Fig. 1: run 1, nets reached from selected ports
(2 px per um)
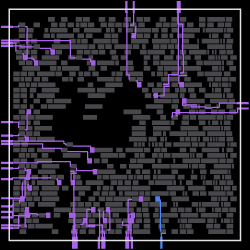
Fig. 2: run 1, local utilization
(3 px per um) 11 x 11 tiles, from dark blue (low) to red (high), 0 to 100% covered.
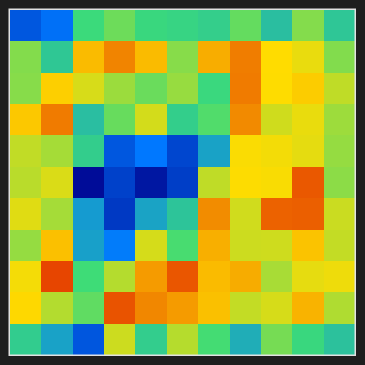
Fig. 3: run 1, cells coloured by class
(3 px per um)
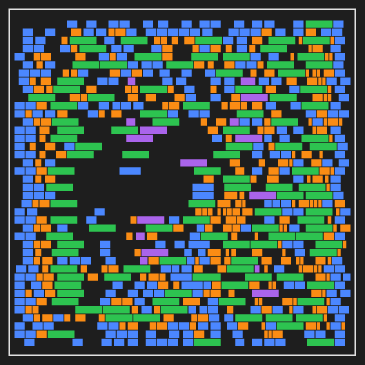
### src/rtl/alu_share_arbiter.sv
// alu_share_arbiter: time-shares one combinational ALU between two requesters.
// The winning request is registered onto the ALU inputs, the result is captured
// and then returned to the owner over a valid/ready response channel.
// Multiply ops (ctrl 4'b0101) keep the ALU inputs stable for MUL_CYCLES cycles.
// Optional macro ALU_ARB_FIXED_PRIO_EN: requester 0 always wins a tie instead
// of round-robin; all timing is otherwise identical.

module alu_share_arbiter #(
    parameter int WIDTH      = 32,
    parameter int CTRL_W     = 4,
    parameter int MUL_CYCLES = 1
) (
    input  logic              clk_i,
    input  logic              rst_i,
    input  logic              req0_valid_i,
    output logic              req0_ready_o,
    input  logic [CTRL_W-1:0] req0_ctrl_i,
    input  logic [WIDTH-1:0]  req0_data1_i,
    input  logic [WIDTH-1:0]  req0_data2_i,
    input  logic              req1_valid_i,
    output logic              req1_ready_o,
    input  logic [CTRL_W-1:0] req1_ctrl_i,
    input  logic [WIDTH-1:0]  req1_data1_i,
    input  logic [WIDTH-1:0]  req1_data2_i,
    output logic              rsp0_valid_o,
    input  logic              rsp0_ready_i,
    output logic              rsp1_valid_o,
    input  logic              rsp1_ready_i,
    output logic [WIDTH-1:0]  rsp_data_o,
    output logic              rsp_zero_o,
    output logic [WIDTH-1:0]  alu_data1_o,
    output logic [WIDTH-1:0]  alu_data2_o,
    output logic [CTRL_W-1:0] alu_ctrl_o,
    input  logic [WIDTH-1:0]  alu_data_i,
    input  logic              alu_zero_i
);

    localparam logic [CTRL_W-1:0] MUL_OP        = CTRL_W'(4'b0101);
    localparam logic [CTRL_W-1:0] FIRST_ILLEGAL = CTRL_W'(4'b1010);
    localparam logic [3:0]        MUL_HOLD      = 4'(MUL_CYCLES - 1);

    typedef enum logic [1:0] {
        IDLE = 2'd0,
        EXEC = 2'd1,
        RESP = 2'd2
    } state_t;

    state_t            state;
    state_t            next_state;
    logic              owner;
    logic [3:0]        cnt;
    logic              grant0;
    logic              grant1;
    logic              rsp_taken;
    logic [CTRL_W-1:0] sel_ctrl;
    logic [WIDTH-1:0]  sel_data1;
    logic [WIDTH-1:0]  sel_data2;

`ifndef ALU_ARB_FIXED_PRIO_EN
    logic              last_grant;
`endif

    assign rsp_taken = owner ? rsp1_ready_i : rsp0_ready_i;
    assign sel_ctrl  = grant1 ? req1_ctrl_i  : req0_ctrl_i;
    assign sel_data1 = grant1 ? req1_data1_i : req0_data1_i;
    assign sel_data2 = grant1 ? req1_data2_i : req0_data2_i;

    // State register; reset drops any in-flight op.
    always_ff @(posedge clk_i or negedge rst_i) begin
        if (!rst_i) begin
            state <= IDLE;
        end else begin
            state <= next_state;
        end
    end

    // Next state: accept in IDLE, hold EXEC while counting, leave RESP on handshake.
    always_comb begin
        next_state = state;
        case (state)
            IDLE:    if (grant0 || grant1) next_state = EXEC;
            EXEC:    if (cnt == 4'd0)      next_state = RESP;
            RESP:    if (rsp_taken)        next_state = IDLE;
            default: next_state = IDLE;
        endcase
    end

    // Outputs: grants (hence ready) only in IDLE, response valid only to the owner in RESP.
    always_comb begin
        grant0 = 1'b0;
        grant1 = 1'b0;
        if (state == IDLE) begin
`ifdef ALU_ARB_FIXED_PRIO_EN
            grant0 = req0_valid_i;
            grant1 = req1_valid_i && !req0_valid_i;
`else
            if (req0_valid_i && req1_valid_i) begin
                grant0 = last_grant;
                grant1 = !last_grant;
            end else begin
                grant0 = req0_valid_i;
                grant1 = req1_valid_i;
            end
`endif
        end
        req0_ready_o = grant0;
        req1_ready_o = grant1;
        rsp0_valid_o = (state == RESP) && !owner;
        rsp1_valid_o = (state == RESP) && owner;
    end

    // Datapath: latch the winner onto the ALU, count the multiply hold, capture the result.
    always_ff @(posedge clk_i or negedge rst_i) begin
        if (!rst_i) begin
            alu_ctrl_o  <= '0;
            alu_data1_o <= '0;
            alu_data2_o <= '0;
            rsp_data_o  <= '0;
            rsp_zero_o  <= 1'b0;
            owner       <= 1'b0;
            cnt         <= 4'd0;
`ifndef ALU_ARB_FIXED_PRIO_EN
            last_grant  <= 1'b1;
`endif
        end else begin
            case (state)
                IDLE: begin
                    if (grant0 || grant1) begin
                        alu_ctrl_o  <= sel_ctrl;
                        alu_data1_o <= sel_data1;
                        alu_data2_o <= sel_data2;
                        owner       <= grant1;
                        cnt         <= (sel_ctrl == MUL_OP) ? MUL_HOLD : 4'd0;
`ifndef ALU_ARB_FIXED_PRIO_EN
                        last_grant  <= grant1;
`endif
                    end
                end
                EXEC: begin
                    if (cnt != 4'd0) begin
                        cnt <= cnt - 4'd1;
                    end else begin
                        rsp_data_o <= (alu_ctrl_o >= FIRST_ILLEGAL) ? '0 : alu_data_i;
                        rsp_zero_o <= alu_zero_i;
                    end
                end
                default: ;
            endcase
        end
    end

endmodule

### config.mk
export PLATFORM = sky130hd
export DESIGN_NAME = alu_share_arbiter
export DESIGN_NICKNAME = d
export VERILOG_FILES = /design/src/rtl/alu_share_arbiter.sv
export SDC_FILE = /design/constraint.sdc
export NUM_CORES = 1
export LEC_CHECK = 0
export CORE_UTILIZATION = 38
export DETAILED_ROUTE_END_ITERATION = 6
export PLACE_DENSITY = 0.8
export SYNTH_ARGS = -nofsm -noshare
export SYNTH_HDL_FRONTEND = slang
export SYNTH_SLANG_ARGS = --single-unit
### constraint.sdc
create_clock -name clk_i -period 2.1 [get_ports clk_i]
set_clock_uncertainty 0.05 [all_clocks]
set_input_delay 0.315 -clock clk_i [delete_from_list [all_inputs] [get_ports clk_i]]
set_output_delay 0.315 -clock clk_i [all_outputs]
set_load 0.03 [all_outputs]
==> summary.txt, run 1 <==
Results of the full flow below.

Outcome:
- The run finished with clean final reports.

Final layout:
- The run gives the logic share of the area as 22.5%.
- The run puts the number of multi-input logic gates at 236.
- The run gives the area growth from synthesis to final layout as 69.0%.
- The run gives the antenna diode count as 0.
- The run puts the final-layout non-clock buffer area share at 36.5%.
- The run puts the final instance area at 8180 um2.
- The run puts the number of ordinary and repair buffers in the finished layout at 296.

Hold path:
- The run gives the type of the most critical hold path as reg -> reg.

Synth:
- In this run the biggest area consumer among cell types represents 55.8% of the synthesized area.
- The synthesized netlist occupies a cell area of 4840 um2.
- The run puts the chip area line of the yosys report at 4840 um2.
- The run puts the count of different cell masters after synthesis at 33.
- Yosys printed 0 warnings.

Floorplan:
- The run puts the number of tap instances at 168.
- The run puts the total die area at 13,200 um2.

Timing:
- The run gives the minimum clock period as 1.99 ns.
- For the pin with the worst max-slew slack, the measured transition is 0.640 ns.
- The worst path meets setup with 0.109 ns of slack.
- Per the timing report, the achievable frequency comes out to 0.502 GHz.

Clock tree:
- The run gives the latest clock arrival within the worst-skew pair as 0.34 ns.
- The run puts the total number of clock tree sinks at 109.

Route:
- The run gives the DRC violation total after the first TritonRoute iteration as 324.
- Dividing the detail-routed wire length by the instance count gives 18.0 um.

Worst setup path:
- The critical path starts at state[0].
- The run puts the maximum fanout along the worst path at 6.

Global route:
- The run gives the largest net degree at the start of global routing as 50.

Pwr:
- Total power for the finished layout comes to 0.0125 W.
Back to the opening pictures, Fig. 1:
Purple shows `req0_data1_i`, direction input, edge 17 left, 9 bottom, 4 top, 2 right, end cells 32, wire 793 um. Blue shows `rsp0_valid_o`, direction output, edge bottom, end cells 1, wire 21.3 um.

Back to the opening pictures, Fig. 2:
The mean over all tiles is 60%. The emptiest ninth of the die: centre. The fullest tile reaches 92%. 24% of the tiles are over 75% full.

Back to the opening pictures, Fig. 3:
Orange shows combinational and other logic, cells 271. Purple shows clock drivers and dummy loads, cells 16. Green shows sequential cells, cells 109. Blue shows remaining buffers and delay cells, cells 296.

==> run 1: cell families after synthesis <==
logic type                 after synthesis  synth area share, %
and+or+nand+nor                        118                 13.6
DFF                                    109                 56.4
adders and majority gates                2                0.517
AOI/OAI and AO/OA                       78                 15.4
buffers and inverters                   70                 6.15
muxes                                   38                 7.88
==> run 1: power by group <==
group          internal [W]  total [W]  switching (W)
clock network      0.000847    0.00163       0.000779
registers           0.00311    0.00375       0.000641
logic               0.00325    0.00715        0.00390
==> run 1: layer usage <==
layer  track usage, %  up-vias  wire, um
met5                0        -         0
met3             6.43       23      1280
met2             42.3      202      7840
met1             26.4     2215      6080
li1                 -     2068         -
met4             8.66        0       295
==> run 1: critical path, stage by stage (launching register included) <==
cell and delay [ns]:
sky130_fd_sc_hd__dfrtp_1 0.44, sky130_fd_sc_hd__or3b_2 0.54, sky130_fd_sc_hd__a21oi_4 0.13, sky130_fd_sc_hd__buf_4 0.17
==> run 1: worst min-delay path by stage <==
stage / startpoint / end / depth (start not counted)
floorplan: rst_i / alu_ctrl_o[0] / 0
global placement: rst_i / rsp_data_o[15] / 1
detailed placement: rst_i / rsp_data_o[13] / 1
CTS: rst_i / rsp_data_o[13] / 2
global route: cnt[0] / cnt[0] / 1
finish: cnt[0] / cnt[0] / 1
==> run 1: sequential cells by signal (all words and copies together) (netlist names) <==
signal and flops:
rsp_zero_o 1, owner 1, alu_data2_o 32, alu_data1_o 32, cnt 4, rsp_data_o 32
alu_ctrl_o 4, state 2, last_grant 1
==> run 1: cell usage after synthesis <==
cell type / count
sky130_fd_sc_hd__inv_1: 35
sky130_fd_sc_hd__and4_1: 1
sky130_fd_sc_hd__buf_6: 3
sky130_fd_sc_hd__buf_2: 10
sky130_fd_sc_hd__and3_1: 68
sky130_fd_sc_hd__o21ai_1: 1
sky130_fd_sc_hd__or2_4: 1
sky130_fd_sc_hd__a2bb2oi_1: 1
sky130_fd_sc_hd__clkbuf_1: 22
sky130_fd_sc_hd__o21bai_1: 1
sky130_fd_sc_hd__or3b_2: 1
sky130_fd_sc_hd__a21boi_0: 1
sky130_fd_sc_hd__dfstp_2: 1
sky130_fd_sc_hd__a21oi_1: 1
sky130_fd_sc_hd__o21ai_0: 3
sky130_fd_sc_hd__nor2b_1: 4
sky130_fd_sc_hd__a221o_1: 68
sky130_fd_sc_hd__ha_1: 2
sky130_fd_sc_hd__nor2_1: 2
sky130_fd_sc_hd__mux2_2: 1
sky130_fd_sc_hd__nand3b_1: 1
sky130_fd_sc_hd__a31o_2: 1
sky130_fd_sc_hd__or2_2: 1
sky130_fd_sc_hd__nand2b_1: 1
sky130_fd_sc_hd__nand2_1: 32
sky130_fd_sc_hd__or2_1: 1
sky130_fd_sc_hd__nand3_1: 1
sky130_fd_sc_hd__and2_1: 2
sky130_fd_sc_hd__a21oi_2: 1
sky130_fd_sc_hd__nor3b_1: 1
sky130_fd_sc_hd__mux2i_1: 37
sky130_fd_sc_hd__nor3_1: 1
sky130_fd_sc_hd__dfrtp_1: 108
==> run 1: repair_timing <==
item,in CTS,in global routing
resized,2,0
endpoints found under the setup margin,3,0
buffers inserted,1,0
hold endpoints to repair,37,0
hold buffers,1,0
==> run 2, diff against run 1 <==
--- a/config.mk
+++ b/config.mk
@@ -8,6 +8,7 @@
 export CORE_UTILIZATION = 38
 export DETAILED_ROUTE_END_ITERATION = 6
 export PLACE_DENSITY = 0.8
+export SKIP_LAST_GASP = 1
 export SYNTH_ARGS = -nofsm -noshare
 export SYNTH_HDL_FRONTEND = slang
 export SYNTH_SLANG_ARGS = --single-unit
==> run 2 against run 1 <==
Against the previous run: synthesized cell count unchanged; area after synthesis unchanged; via count unchanged; worst setup slack unchanged; clock power about the same; final cell count unchanged; total power unchanged; register-to-register slack about the same; combinational power about the same; routed wire length unchanged; non-clock buffer count unchanged; critical path type unchanged.
==> summary.txt, run 2 <==
Results of the full flow below.

Final layout:
- The run gives the most frequently placed logic cell in the final layout as sky130_fd_sc_hd__clkdlybuf4s50_1.
- The largest registers in the layout are alu_data1_o x32, alu_data2_o x32, rsp_data_o x32.
- The run gives the antenna diode count as 0 (unchanged).
- The run puts the final instance area at 8180 um2 (unchanged).

Global route:
- The largest net degree at the start of global routing was 50 (unchanged).
- The global route stage reports its total congestion overflow as 0.

Pwr:
- The run puts the overall power of the completed layout at 0.0125 W (unchanged).
- The internal power summed over all cells is 0.00721 W (unchanged).
- The share of total power consumed by net switching was 42.4% (unchanged).
- The run gives the largest voltage drop on the vdd net as 745 uV.
- The run puts the fraction of power consumed by combinational cells at 57.1% (about the same).
- The run puts the reported net switching power at 0.00532 W (unchanged).
- The clock network fraction of design power is 13.0% (about the same).
- The sequential share of power is 30.0% (about the same).

Timing:
- The run gives the highest attainable clock frequency as 0.502 GHz (unchanged).
- The run puts the setup slack after layout at 0.109 ns (unchanged).
- The run puts the minimum clock period at 1.99 ns (unchanged).
- The run puts the actual transition at the worst max-transition pin at 0.640 ns (unchanged).
- Setup repair after global routing left no endpoint under its margin.

Route:
- The final routed wire length divided by cell count came to 18.0 um (unchanged).

Hold path:
- Checking hold timing, the worst path is listed with class reg -> reg.

Worst setup path:
- The signal on the critical path passes through or3b_2, a21oi_4, buf_4.
- The biggest cell delay along the critical path was 0.54 ns (about the same).
- Per the STA report, the cell with the highest stage delay on the worst path is sky130_fd_sc_hd__or3b_2.
- The run puts the maximum fanout along the worst path at 6 (unchanged).
- The run gives the worst endpoint required time as 1.74 ns.

Outcome:
- The flow ran to the end, and the final reports show no timing, DRC or antenna violations.

Synth:
- The synthesis stats list as the most numerous cell sky130_fd_sc_hd__dfrtp_1.
- The run puts the cell area after synthesis at 4840 um2 (unchanged).
- By count the netlist is led by sky130_fd_sc_hd__dfrtp_1 (108), sky130_fd_sc_hd__a221o_1 (68), sky130_fd_sc_hd__and3_1 (68).
- The run puts the chip area line of the yosys report at 4840 um2 (unchanged).
- The run puts the count of different cell masters after synthesis at 33 (unchanged).
- The run puts the total nets after synthesis at 592.
- The run puts the share of the synthesized area in the top cell type at 55.8% (unchanged).
- The run puts the async set-or-reset flop fraction in the synthesized netlist at 100% (unchanged).
- Among all flip-flop cells after synthesis, the most frequent one is sky130_fd_sc_hd__dfrtp_1.
- The run puts the total number of yosys warnings at 0 (unchanged).

Clock tree:
- The run gives the latest clock arrival within the worst-skew pair as 0.34 ns (about the same).

Floorplan:
- The run puts the vertical extent of the die at 115 um.
- The total die area was 13,200 um2 (unchanged).
-- run 2: per-stage QoR --
stage	util, %	hold WS (ns)
after floorplan	-	-0.0306
after global placement	64.5	0.275
after detailed placement	64.5	0.281
after CTS	67.0	0.448
after global routing	67.0	0.469
final	67.0	0.442
-- run 2: cell families after synthesis --
| logic type | Yosys count | synth area share, % |
|---|---|---|
| and+or+nand+nor | 118 | 13.6 |
| DFF | 109 | 56.4 |
| adders and majority gates | 2 | 0.517 |
| muxes | 38 | 7.88 |
| AOI/OAI and AO/OA | 78 | 15.4 |
| buffers and inverters | 70 | 6.15 |
-- run 2: cell type report --
type / count / area [um2]
repair buffers: 296 / 2990
fillers: 925 / 4030
inverters: 35 / 131
clock inverters: 6 / 46.3
well taps: 168 / 210
multi-input cells: 236 / 1840
clock buffers: 10 / 239
flip-flops and latches: 109 / 2730
-- run 2: final timing paths --
path / from / to / depth (start not counted)
max: state[0] / req1_ready_o / 3
min reg2reg: cnt[0] / cnt[0] / 1
min in group asynchronous: rst_i / rsp_data_o[19] / 2
max reg2reg: state[0] / alu_data1_o[20] / 4
min: cnt[0] / cnt[0] / 1
max in group asynchronous: rst_i / last_grant / 3
-- run 2: timing repair --
action / in CTS / in global routing
resized: 2 / 0
buffers inserted: 1 / 0
endpoints found under the hold margin: 37 / 0
setup endpoints to repair: 3 / 0
hold buffers: 1 / 0
-- run 2: critical path: cells and delay by family, from the launching register on --
kind	cells	cell delay, ns
DFF	1	0.44
AOI/OAI and AO/OA	1	0.13
and+or+nand+nor	1	0.54
buffers and inverters	1	0.17
-- run 2: power by group through the flow --
stage                     registers (W)  logic [W]  clock network [W]
after floorplan                 0.00553    0.00230                  0
after global placement          0.00374    0.00702                  0
after detailed placement        0.00375    0.00720                  0
after CTS                       0.00375    0.00719            0.00166
after global routing            0.00386    0.00756            0.00177
final                           0.00375    0.00715            0.00163
-- run 2: layer usage --
metal,vias to the layer above,share of wire [%],track usage [%]
li1,2068,-,-
met1,2215,39,26.4
met2,202,51,42.3
met3,23,8.3,6.43
met4,0,1.9,8.66
met5,-,0,0
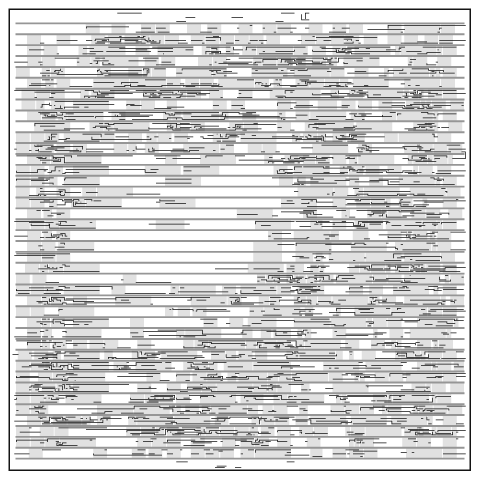
Fig. 4. M1 wires (run 2).
(4 px per um) Supply wires on this layer in grey.
The longest straight run is 23.5 um. The layer holds 39% of the routed length. The wires run mostly horizontal. The layer carries 6,080 um of wire.

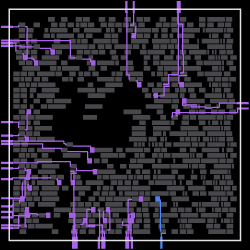
Fig. 5. Nets reached from selected ports (run 2).
(2 px per um)
Blue shows `rsp0_valid_o`, direction output, edge bottom, end cells 1, wire 21.3 um. Purple shows `req0_data1_i`, direction input, edge 17 left, 9 bottom, 4 top, 2 right, end cells 32, wire 793 um.

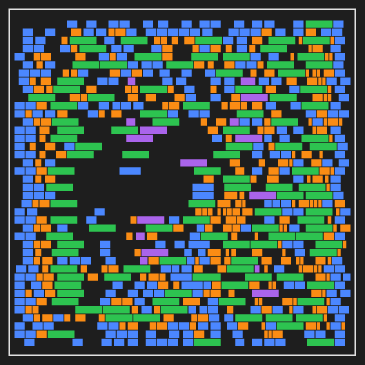
Fig. 6. Cells coloured by class (run 2).
(3 px per um)
Orange shows combinational and other logic, cells 271. Blue shows remaining buffers and delay cells, cells 296. Purple shows clock drivers and dummy loads, cells 16. Green shows sequential cells, cells 109.

No activity file was given, so power comes from the tool's default toggle rates.
